Fig. 1: signal metal coverage by tile
Scale: 3 px per µm. 22 x 22 tiles, from dark blue (low) to red (high), scaled to the fullest tile. Values are wire area over tile area, all layers added.
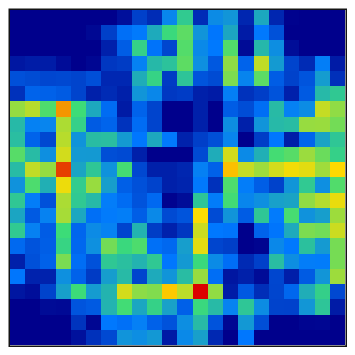
Fig. 2: metal layers overlaid
Scale: 3 px per µm. Only two layers are drawn.
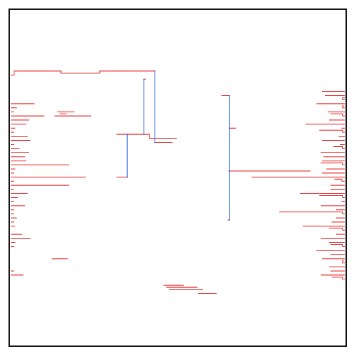
$ cat config.mk
export PLATFORM = sky130hd
export DESIGN_NAME = fd_reg_flat
export DESIGN_NICKNAME = d
export VERILOG_FILES = /design/src/rtl/fd_reg_pkg.sv /design/src/rtl/fd_reg_if.sv /design/src/rtl/fd_reg_bj_detect.sv /design/src/rtl/fd_reg.sv /design/src/flat_wrapper.sv
export SDC_FILE = /design/constraint.sdc
export NUM_CORES = 1
export LEC_CHECK = 0
export CAP_MARGIN = 40
export CORE_UTILIZATION = 26
export DETAILED_ROUTE_END_ITERATION = 16
export PLACE_DENSITY = 0.59
export SLEW_MARGIN = 20
export SYNTH_ARGS = -nofsm -noshare
export SYNTH_HDL_FRONTEND = slang
export SYNTH_SLANG_ARGS = --single-unit
$ cat constraint.sdc
create_clock -name clk -period 2.4 [get_ports clk]
set_input_delay 0.36 -clock clk [delete_from_list [all_inputs] [get_ports clk]]
set_output_delay 0.36 -clock clk [all_outputs]
set_load 0.01 [all_outputs]
$ cat src/rtl/fd_reg_pkg.sv
// Shared constants and types for the Fetch/Decode pipeline register.
package fd_reg_pkg;

  localparam int EXC_W = 5;

  localparam logic [EXC_W-1:0] EXC_INT  = 5'd0;
  localparam logic [EXC_W-1:0] EXC_ADEL = 5'd4;

  localparam logic [31:0] ERET_WORD = 32'h42000018;

  localparam logic [5:0] OP_SPECIAL = 6'h00;
  localparam logic [5:0] OP_REGIMM  = 6'h01;
  localparam logic [5:0] OP_J       = 6'h02;
  localparam logic [5:0] OP_JAL     = 6'h03;
  localparam logic [5:0] OP_BEQ     = 6'h04;
  localparam logic [5:0] OP_BNE     = 6'h05;
  localparam logic [5:0] OP_BLEZ    = 6'h06;
  localparam logic [5:0] OP_BGTZ    = 6'h07;

  localparam logic [5:0] FN_JR   = 6'h08;
  localparam logic [5:0] FN_JALR = 6'h09;

  // Everything the Decode stage sees from this register.
  typedef struct packed {
    logic [31:0]      pc;
    logic [31:0]      instr;
    logic [EXC_W-1:0] exc;
    logic             bd;
    logic             valid;
  } fd_d_t;

  // A bubble: no instruction, no exception, never a delay slot.
  function automatic fd_d_t make_bubble(input logic [31:0] pc);
    fd_d_t b;
    b.pc    = pc;
    b.instr = 32'h0;
    b.exc   = EXC_INT;
    b.bd    = 1'b0;
    b.valid = 1'b0;
    return b;
  endfunction

endpackage

$ cat src/rtl/fd_reg_if.sv
// Fetch-side inputs and Decode-side outputs of the F/D register.
interface fd_reg_if;
  import fd_reg_pkg::*;

  logic             i_en;
  logic             i_flush;
  logic [31:0]      i_PC_F;
  logic [31:0]      i_instr_F;
  logic [EXC_W-1:0] i_ExcCode_F;

  logic [31:0]      o_PC_D;
  logic [31:0]      o_instr_D;
  logic [EXC_W-1:0] o_ExcCode_D;
  logic             o_BD_D;
  logic             o_valid_D;

  // Pipeline control / fetch side drives the inputs and observes Decode.
  modport master (
    output i_en, i_flush, i_PC_F, i_instr_F, i_ExcCode_F,
    input  o_PC_D, o_instr_D, o_ExcCode_D, o_BD_D, o_valid_D
  );

  // The register itself.
  modport slave (
    input  i_en, i_flush, i_PC_F, i_instr_F, i_ExcCode_F,
    output o_PC_D, o_instr_D, o_ExcCode_D, o_BD_D, o_valid_D
  );
endinterface

$ cat src/rtl/fd_reg_bj_detect.sv
// Flags branch and jump instructions, i.e. those that own a delay slot.
// Also used by the Decode-stage next-PC logic.
module fd_reg_bj_detect
  import fd_reg_pkg::*;
(
  input  logic [31:0] instr,
  output logic        is_bj
);

  logic [5:0] w_op;
  logic [5:0] w_fn;
  logic       w_unused;

  assign w_op = instr[31:26];
  assign w_fn = instr[5:0];
  // Register/immediate fields play no part in the classification.
  assign w_unused = ^instr[25:6];

  // Classify by opcode; SPECIAL needs the funct field to spot jr/jalr.
  always_comb begin
    is_bj = 1'b0;
    case (w_op)
      OP_REGIMM, OP_J, OP_JAL, OP_BEQ, OP_BNE, OP_BLEZ, OP_BGTZ: is_bj = 1'b1;
      OP_SPECIAL: is_bj = (w_fn == FN_JR) || (w_fn == FN_JALR);
      default:    is_bj = 1'b0;
    endcase
  end

endmodule

$ cat src/rtl/fd_reg.sv
// Fetch/Decode pipeline register: stall, flush, eret bubble, AdEL masking
// and branch-delay-slot flag generation.
module fd_reg
  import fd_reg_pkg::*;
#(
  parameter logic [31:0] RESET_PC = 32'h00003000,
  parameter logic [31:0] FLUSH_PC = 32'h00000000
) (
  input  logic     clk,
  input  logic     reset,
  fd_reg_if.slave  bus
);

  fd_d_t r_d;
  logic  w_is_bj;

  // BD for the incoming instruction is decided by what Decode holds now.
  fd_reg_bj_detect u_bj_detect (
    .instr (r_d.instr),
    .is_bj (w_is_bj)
  );

  // Priority chain: reset, flush, stall, eret bubble, normal load.
  always_ff @(posedge clk or negedge reset) begin
    if (!reset) begin
      r_d <= make_bubble(RESET_PC);
    end else if (bus.i_flush) begin
      r_d <= make_bubble(FLUSH_PC);
    end else if (bus.i_en) begin
      if (r_d.instr == ERET_WORD) begin
        // eret has no delay slot: the word fetched behind it is dropped.
        r_d <= make_bubble(bus.i_PC_F);
      end else begin
        r_d.pc    <= bus.i_PC_F;
        r_d.exc   <= bus.i_ExcCode_F;
        r_d.valid <= 1'b1;
        // A faulting fetch must never be decoded, so it becomes a nop,
        // which in turn keeps its successor from being flagged as a slot.
        r_d.instr <= (bus.i_ExcCode_F == EXC_ADEL) ? 32'h0 : bus.i_instr_F;
        r_d.bd    <= w_is_bj && r_d.valid;
      end
    end
  end

  assign bus.o_PC_D      = r_d.pc;
  assign bus.o_instr_D   = r_d.instr;
  assign bus.o_ExcCode_D = r_d.exc;
  assign bus.o_BD_D      = r_d.bd;
  assign bus.o_valid_D   = r_d.valid;

endmodule

$ cat src/flat_wrapper.sv
// flat-port wrapper written by rule: the top's interface ports become plain ports
module fd_reg_flat import fd_reg_pkg::*;
#(
  parameter logic [31:0] RESET_PC = 32'h00003000,
  parameter logic [31:0] FLUSH_PC = 32'h00000000
)
  (clk, reset, bus_i_en, bus_i_flush, bus_i_PC_F, bus_i_instr_F, bus_i_ExcCode_F, bus_o_PC_D, bus_o_instr_D, bus_o_ExcCode_D, bus_o_BD_D, bus_o_valid_D);
  fd_reg_if bus_i ();
  input  logic clk;
  input  logic reset;
  input wire logic [$bits(bus_i.i_en)-1:0] bus_i_en;
  input wire logic [$bits(bus_i.i_flush)-1:0] bus_i_flush;
  input wire logic [$bits(bus_i.i_PC_F)-1:0] bus_i_PC_F;
  input wire logic [$bits(bus_i.i_instr_F)-1:0] bus_i_instr_F;
  input wire logic [$bits(bus_i.i_ExcCode_F)-1:0] bus_i_ExcCode_F;
  output wire logic [$bits(bus_i.o_PC_D)-1:0] bus_o_PC_D;
  output wire logic [$bits(bus_i.o_instr_D)-1:0] bus_o_instr_D;
  output wire logic [$bits(bus_i.o_ExcCode_D)-1:0] bus_o_ExcCode_D;
  output wire logic [$bits(bus_i.o_BD_D)-1:0] bus_o_BD_D;
  output wire logic [$bits(bus_i.o_valid_D)-1:0] bus_o_valid_D;
  assign bus_i.i_en = bus_i_en;
  assign bus_i.i_flush = bus_i_flush;
  assign bus_i.i_PC_F = bus_i_PC_F;
  assign bus_i.i_instr_F = bus_i_instr_F;
  assign bus_i.i_ExcCode_F = bus_i_ExcCode_F;
  assign bus_o_PC_D = bus_i.o_PC_D;
  assign bus_o_instr_D = bus_i.o_instr_D;
  assign bus_o_ExcCode_D = bus_i.o_ExcCode_D;
  assign bus_o_BD_D = bus_i.o_BD_D;
  assign bus_o_valid_D = bus_i.o_valid_D;
  fd_reg #(.RESET_PC(RESET_PC), .FLUSH_PC(FLUSH_PC)) u_core (.clk(clk), .reset(reset), .bus(bus_i));
endmodule
==> job_summary.md <==
### Flow metrics

| Metric | Value |
|---|---|
| Failing checks | DRC |
| Synth Register Bits | 71 |
| Number of enable flip-flop cells | 0 |
| Hold crit path type | input pin to flop |
| CP arrival | 2.11 ns |
| ANT cells | 0 |
| Crit path largest cell delay | 0.55 ns |
| Post-Syn Instances | 288 |
| CP delay by family, top | simple AND/OR/NAND/NOR gates |
| # rows | 39 |
| Dpl cells | 563 |
| Leak Pwr | 0.00226 µW |
| Drt pass-1 iters | 10 |
| Internal power | 2270 µW |
| Fin Hold WS | 0.418 ns |
| Grt total ovfl | 0 |
| Final Wtd Congestion | 0.776 |
| Tool Warnings | 26 |
| Total cells reported by yosys after synthesis | 288 |
| Syn Area/Cell | 10.9 µm² |
| Clock skew | 0.00995 ns |
| Cell type with the largest total area | dfrtp_1 |
| Post-CTS setup buffer count | 0 |
| First-pass GRT wire length | 13.8 mm |
| Final worst slack | 0.469 ns |
| CP max stage cell | o311ai_0 |
| Clk_lat worst skew | 0.33 ns |
| Fmax | 0.518 GHz |
| Final setup fails | 0 |
| Initial antenna violation count | 0 |
| DRC viols | 13 |
| Clock tree sinks | 71 |
| Full die area | 12500 µm² |
| Slew Viols, Final | 0 |
| Max-Cap Viols | 0 |
| Fin. Hold Viols | 0 |
| Total net switching power | 783 µW |
| Die height | 112 µm |
| Area grow syn2layout | 60.3% |
| Net Sw Frac | 25.7% |
| Outcome | complete, but fails checks |
| Largest net degree at the start of global routing | 51 |
| Worst Setup End Kind | flop |
| Vias in the first global route | 2713 |
| Syn Nets | 361 |
| Register area | 1780 µm² |
| Port bufs | 143 |
| DP Wirelength | 6.10 mm |
| Clock root buffer | clkbuf_16 |
| Synth top cells by count | dfrtp_1 (69), nand2_1 (35), nor2_1 (35) |
| PwrDens | 606 nW/µm² |
| Die Wd | 112 µm |
| Ys flop type | dfrtp_1 |
| Post-synth top area share | 55.1% |
| Sequential share of power | 43.1% |
| Total Neg Setup Slack | 0 ns |
| Period utilization | 80.5% |
| Clock power frac | 40.2% |
| Core Util at FP | 27.1% |
| CP Max Fanout | 6 |
| Number of DRC markers in iteration 0 | 137 |
| IO Pins | 144 |
| Clock-pin slew on the worst setup and hold paths | 0.06 ns |
| Layout Cells excl Fill | 580 |
| CP required | 2.58 ns |
| Final worst path period need | 1.93 ns |
## Picture notes: Fig. 1
mean over tiles	0.11
emptiest ninth of the die	top left
tiles over half the peak	15%
Vias: 2625
Routed WL per cell: 14.9 µm
total wire length: 8.63 mm
Total GRT Usage: 14.2%

## Picture notes: Fig. 2
layer	colour	wire length
met4	blue	97.9 µm
met3	red	645 µm

[path summary, 6_finish.rpt]
| path | from | endpoint | slack (ns) | cells past startpoint |
|---|---|---|---|---|
| min | bus_i_en | u_core.bus.o_valid_D | 0.42 | 2 |
| max | u_core.bus.o_instr_D[2] | u_core.bus.o_ExcCode_D[2] | 0.47 | 4 |
| max in group asynchronous | reset | u_core.bus.o_PC_D[12] | 1.31 | 3 |
| min reg2reg | u_core.bus.o_instr_D[1] | u_core.bus.o_instr_D[1] | 0.51 | 2 |
| min in group asynchronous | reset | u_core.bus.o_PC_D[1] | 0.48 | 2 |
| max reg2reg | u_core.bus.o_instr_D[2] | u_core.bus.o_ExcCode_D[2] | 0.47 | 4 |
[registers in the layout (all words and copies together) (netlist names)]
| name | count |
|---|---|
| u_core.bus.o_valid_D | 1 |
| u_core.bus.o_BD_D | 1 |
| u_core.bus.o_instr_D | 32 |
| u_core.bus.o_PC_D | 32 |
| u_core.bus.o_ExcCode_D | 5 |
[power by group through the flow]
stage / Clock [µW] / Sequential [µW] / Combinational, µW
after floorplan: 0 / 1360 / 152
after global placement: 0 / 1340 / 501
after detailed placement: 0 / 1340 / 512
after CTS: 1260 / 1320 / 516
after global routing: 1310 / 1320 / 548
final: 1230 / 1310 / 507
[timing repair]
item,in CTS,in global routing
resized,0,0
endpoints found under the setup margin,0,0
hold endpoints to repair,21,0
hold buffers,1,0
[worst reg2reg max path: stages (launching register included)]
cell and delay, ns:
dfrtp_1 0.40, nor4b_1 0.35, nand3_1 0.34, o311ai_0 0.56, a21oi_1 0.13
[per-stage QoR]
stage                     cell area (µm²)  total power [µW]  utilization (%)
after detailed placement             4740              1850             41.0
after global routing                 5030              3180             43.5
final                                5030              3050             43.5
after CTS                            5030              3090             43.5
after global placement               4710              1840             40.8
after floorplan                      3140              1510                -
[placed cells by master (no fill, tap or decap), types with 3 or more instances in the layout]
cell type	Yosys	final
a21oi_1	5	5
buf_4	1	5
clkbuf_16	0	9
clkdlybuf4s50_1	0	141
dfrtp_1	69	69
inv_1	32	32
mux2i_1	32	32
nand2_1	35	35
nand2b_1	5	5
nor2_1	35	34
nor3_1	3	3
o311ai_0	5	5
o31ai_1	22	22
o31ai_2	10	10
[layer usage]
layer  up-vias  GRT usage, %  share of wire (%)
li1       1263             -                  -
met1      1242          19.6                 47
met2       111          21.8                 44
met3         9          2.83                7.5
met4         0          5.41                1.1
met5         -             0                  0
[kinds of logic (layout without fill, tap and decap cells)]
kind of cell / Yosys count / in the layout / share of synthesized area (%)
AOI/OAI and AO/OA: 45 / 45 / 12.2
DFF: 71 / 71 / 56.7
and+or+nand+nor: 90 / 90 / 13.8
muxes: 32 / 32 / 10.2
buffers and inverters: 50 / 199 / 7.02
[cell type report]
type	count	area share [%]
clock buffers	10	4.55
inverters	32	2.39
flip-flops and latches	71	35.4
multi-input cells	167	22.7
clock inverters	6	0.921
well taps	143	3.56
repair buffers	151	30.5
Power and IR drop assume default switching activity.
